===== config.mk =====
export PLATFORM = sky130hd
export DESIGN_NAME = multicycle_ctrl
export DESIGN_NICKNAME = d
export VERILOG_FILES = /design/src/rtl/multicycle_ctrl.sv
export SDC_FILE = /design/constraint.sdc
export NUM_CORES = 1
export LEC_CHECK = 0
export CAP_MARGIN = 20
export CORE_ASPECT_RATIO = 0.8
export CORE_MARGIN = 2
export CORE_UTILIZATION = 50
export CTS_BUF_LIST = sky130_fd_sc_hd__clkbuf_8
export DETAILED_ROUTE_END_ITERATION = 10
export PLACE_DENSITY_LB_ADDON = 0.08
export SYNTH_ARGS = -nofsm -noshare
export SYNTH_HDL_FRONTEND = slang
export SYNTH_SLANG_ARGS = --single-unit

===== constraint.sdc =====
create_clock -name clk -period 2.2 [get_ports clk]
set_input_delay 0.66 -clock clk [delete_from_list [all_inputs] [get_ports clk]]
set_output_delay 0.66 -clock clk [all_outputs]
set_load 0.05 [all_outputs]

===== src/rtl/multicycle_ctrl.sv =====
// Main control FSM for the multicycle MIPS datapath, with memory-ready stalls and a retired-instruction counter.
// Define MULTICYCLE_CTRL_ILLEGAL_TRAP_EN to trap unknown opcodes (adds the illegal output); otherwise they retire as NOPs.
module multicycle_ctrl #(
  parameter logic [5:0] OP_RTYPE = 6'h00,
  parameter logic [5:0] OP_LW    = 6'h23,
  parameter logic [5:0] OP_SW    = 6'h2B,
  parameter logic [5:0] OP_BEQ   = 6'h04,
  parameter logic [5:0] OP_J     = 6'h02,
  parameter logic [5:0] OP_ADDI  = 6'h08,
  parameter int         CNT_W    = 32
) (
  input  logic             clk,
  input  logic             rst,
  input  logic [5:0]       opcode,
  input  logic             mem_ready,
  output logic             PCWriteCond,
  output logic             PCWrite,
  output logic             IorD,
  output logic             MemRead,
  output logic             MemWrite,
  output logic             MemToReg,
  output logic             IRWrite,
  output logic [1:0]       PCSource,
  output logic [1:0]       ALUop,
  output logic             ALUSrcA,
  output logic [1:0]       ALUSrcB,
  output logic             RegWrite,
  output logic             RegDst,
  output logic [3:0]       state_o,
  output logic [CNT_W-1:0] instr_cnt
`ifdef MULTICYCLE_CTRL_ILLEGAL_TRAP_EN
  ,
  output logic             illegal
`endif
);

  localparam logic [3:0] S_FETCH  = 4'd0;
  localparam logic [3:0] S_DECODE = 4'd1;
  localparam logic [3:0] S_MEMADR = 4'd2;
  localparam logic [3:0] S_MEMRD  = 4'd3;
  localparam logic [3:0] S_MEMWB  = 4'd4;
  localparam logic [3:0] S_MEMWR  = 4'd5;
  localparam logic [3:0] S_EXEC   = 4'd6;
  localparam logic [3:0] S_RWB    = 4'd7;
  localparam logic [3:0] S_BRANCH = 4'd8;
  localparam logic [3:0] S_JUMP   = 4'd9;
  localparam logic [3:0] S_ADDIEX = 4'd10;
  localparam logic [3:0] S_ADDIWB = 4'd11;
  localparam logic [3:0] S_TRAP   = 4'd12;

  logic [3:0] state;
  logic [3:0] next_state;
  logic       retire;

  // retire marks the last cycle of an instruction, i.e. the edge that re-enters FETCH
  always_comb begin
    next_state = state;
    retire     = 1'b0;
    case (state)
      S_FETCH:  if (mem_ready) next_state = S_DECODE;
      S_DECODE: begin
        case (opcode)
          OP_LW, OP_SW: next_state = S_MEMADR;
          OP_RTYPE:     next_state = S_EXEC;
          OP_BEQ:       next_state = S_BRANCH;
          OP_J:         next_state = S_JUMP;
          OP_ADDI:      next_state = S_ADDIEX;
          default: begin
`ifdef MULTICYCLE_CTRL_ILLEGAL_TRAP_EN
            next_state = S_TRAP;
`else
            next_state = S_FETCH;
            retire     = 1'b1;
`endif
          end
        endcase
      end
      S_MEMADR: next_state = (opcode == OP_SW) ? S_MEMWR : S_MEMRD;
      S_MEMRD:  if (mem_ready) next_state = S_MEMWB;
      S_MEMWB: begin
        next_state = S_FETCH;
        retire     = 1'b1;
      end
      S_MEMWR: begin
        if (mem_ready) begin
          next_state = S_FETCH;
          retire     = 1'b1;
        end
      end
      S_EXEC:   next_state = S_RWB;
      S_RWB: begin
        next_state = S_FETCH;
        retire     = 1'b1;
      end
      S_BRANCH: begin
        next_state = S_FETCH;
        retire     = 1'b1;
      end
      S_JUMP: begin
        next_state = S_FETCH;
        retire     = 1'b1;
      end
      S_ADDIEX: next_state = S_ADDIWB;
      S_ADDIWB: begin
        next_state = S_FETCH;
        retire     = 1'b1;
      end
`ifdef MULTICYCLE_CTRL_ILLEGAL_TRAP_EN
      S_TRAP:   next_state = S_TRAP;
`else
      S_TRAP:   next_state = S_FETCH;
`endif
      default:  next_state = S_FETCH;
    endcase
  end

  always_ff @(posedge clk or negedge rst) begin
    if (!rst) begin
      state     <= S_FETCH;
      instr_cnt <= '0;
    end else begin
      state <= next_state;
      if (retire) instr_cnt <= instr_cnt + CNT_W'(1);
    end
  end

  // Strobes are gated by rst directly so a mid-instruction reset cuts them off in the same cycle
  always_comb begin
    PCWriteCond = 1'b0;
    PCWrite     = 1'b0;
    IorD        = 1'b0;
    MemRead     = 1'b0;
    MemWrite    = 1'b0;
    MemToReg    = 1'b0;
    IRWrite     = 1'b0;
    PCSource    = 2'b00;
    ALUop       = 2'b00;
    ALUSrcA     = 1'b0;
    ALUSrcB     = 2'b00;
    RegWrite    = 1'b0;
    RegDst      = 1'b0;
    if (rst) begin
      case (state)
        S_FETCH: begin
          MemRead = 1'b1;
          ALUSrcB = 2'b01;
          IRWrite = mem_ready;
          PCWrite = mem_ready;
        end
        S_DECODE: ALUSrcB = 2'b11;
        S_MEMADR: begin
          ALUSrcA = 1'b1;
          ALUSrcB = 2'b10;
        end
        S_MEMRD: begin
          MemRead = 1'b1;
          IorD    = 1'b1;
        end
        S_MEMWB:  RegWrite = 1'b1;
        S_MEMWR: begin
          MemWrite = 1'b1;
          IorD     = 1'b1;
        end
        S_EXEC: begin
          ALUSrcA = 1'b1;
          ALUop   = 2'b10;
        end
        S_RWB: begin
          RegWrite = 1'b1;
          RegDst   = 1'b1;
          MemToReg = 1'b1;
        end
        S_BRANCH: begin
          ALUSrcA     = 1'b1;
          ALUop       = 2'b01;
          PCWriteCond = 1'b1;
          PCSource    = 2'b01;
        end
        S_JUMP: begin
          PCWrite  = 1'b1;
          PCSource = 2'b10;
        end
        S_ADDIEX: begin
          ALUSrcA = 1'b1;
          ALUSrcB = 2'b10;
        end
        S_ADDIWB: begin
          RegWrite = 1'b1;
          MemToReg = 1'b1;
        end
        default: ;
      endcase
    end
  end

  assign state_o = state;

`ifdef MULTICYCLE_CTRL_ILLEGAL_TRAP_EN
  assign illegal = rst && (state == S_TRAP);
`endif

endmodule


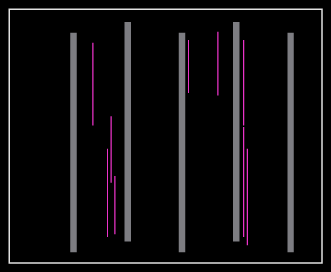
(images/layer_met4.png)
Drawn at 4 px/um. Supply wires on this layer in grey.
- longest straight run: 27.2 um
- wire length on this layer: 173 um
- main direction: vertical
- nets with wire on the layer: 9

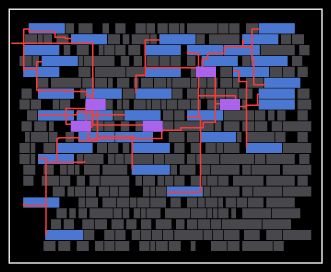
(images/clk_routes.png)
Drawn at 4 px/um.
- clock drivers: purple (count 5)
- clock wires: red (length 464 um)
- flip-flops: blue (count 36)
- routed clock nets: 6

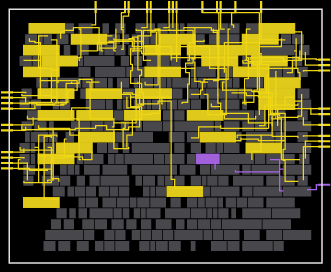
(images/io_fan.png)
Drawn at 4 px/um.
- instr_cnt: yellow (bits 32; direction output; end cells 32; buffers 32; wire 1,520 um)
- PCWriteCond: purple (bits 1; direction output; end cells 1; buffers 2; wire 29.4 um)

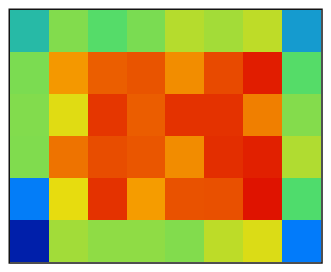
(images/cell_density.png)
Drawn at 4 px/um. 8 x 6 tiles, from dark blue (low) to red (high), 0 to 100% covered.
- fullest tile: 98%
- tiles over 75% full: 46%
- mean over tiles: 71%
- emptiest ninth of the die: south-west
- densest ninth of the die: centre
core area: 4178 um2
Post-Route Utilization: 85.44%

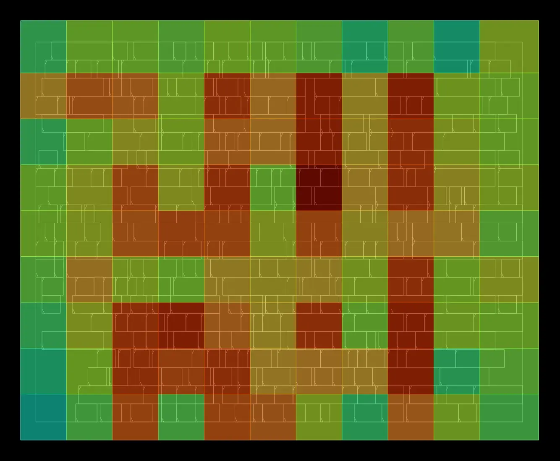
(images/congestion.png)
gr busiest metal: met2
met2 Use GR: 45.91%

==> results.ini <==
[worst_setup_path]
slowest_stage = dfrtp_2
reg2reg_to = instr_cnt[29]
cp_top_family = flip-flops
crit_buf_inv = 2
cp_max_fo = 9
cp_cell_sequence = buf_4 -> xor2_1 -> and3_4 -> buf_12

[route]
drc = 0
dr.pass1.iters = 4
wl_met2_um = 3563
dr_total_vias = 2251
wl_met3_um = 556
drt-total-wl_um = 7219
wl_met1_um = 2925
routed.top_layer = met4
drt_iter0_drc = 187

[floorplan]
die_w_um = 77.84
n_tap_cell = 57
ios = 61
rows = 21

[finish]
layout_top_cells = buf_4, dfrtp_1, buf_12
nMultiInputCombCells = 166
insertedDiodeCount = 0
clk_share_pct = 2.699
syn2layout_area_growth_pct = 63.68
nets = 332
clkbuf_count = 7
fill_cells = 203
lay_top_count = buf_4
layout-drive-gt1-share_pct = 46.27

[pwr]
p_comb_mw = 1.90
power_leader = combinational cells
power.density_nw_per_um2 = 917.5
finalPower_mw = 3.275
p_comb_share_pct = 57.9
p_clk_share_pct = 15.6
p_int_mw = 1.834
sw_frac_of_total_pct = 44.00
powerSeq_mw = 0.870
powerClk_mw = 0.510
power_frac_seq_pct = 26.6

[run_status]
status = finished, final reports clean

[yosys]
synthArstFlopShare_pct = 100.0
netlist_instances = 219
compound_area_share_pct = 7.860
ys_sh_mux_pct = 0.9753
top_cells_by_count = dfrtp_1, xnor2_1, nor2_1
syn-num-nets = 229
ys_ff = 36
most_common_cell = dfrtp_1
yosys.area.top_type = dfrtp_1
ys_sh_simple_pct = 31.50
yosysUniqueCellTypes = 46
synth.logic.top_family = simple AND/OR/NAND/NOR gates

[sta]
skew_ns = 0.004691
slew_headroom_pct = 64.14
tightest_slew_ns = 0.5359
timing.final.ws_setup_ns = 0.006675

[min_path]
holdPathEnd = instr_cnt[31]

[clocking]
clkLatencyLatePin_ns = 0.28
htree_levels = 2
cts_resized = 21
path_clk_slew_ns = 0.07
clock-sinks = 36

[flow_run]
warnings = 28

[global_route]
met3_usage_pct = 6.017
grtUsageMet1_pct = 37.86
grt_usage_pct = 28.25
grt_pass1_wl_um = 10890
antenna_found_initial = 0

==> sequential cells by signal, indices dropped and copies added, names as in the netlist <==
register and count:
instr_cnt 32, state_o 4
==> through the flow <==
step | instance area (um2) | hold slack (ns) | util [%]
after floorplan | 2288 | 0.3644 | -
after global placement | 3181 | 0.4564 | 76.13
after detailed placement | 3181 | 0.4576 | 76.13
after CTS | 3438 | 0.4703 | 82.30
after global routing | 3570 | 0.5140 | 85.44
final | 3570 | 0.4873 | 85.44
==> worst max path at each step <==
stage	cells after the start	to	slack (ns)
2_1_floorplan	4	ALUSrcA	-0.11
3_3_place_gp	8	instr_cnt[23]	-0.37
3_5_place_dp	8	instr_cnt[27]	-0.42
4_1_cts	4	ALUSrcB[1]	0.02
5_1_grt	7	instr_cnt[30]	-0.04
6_report	4	IorD	0.007
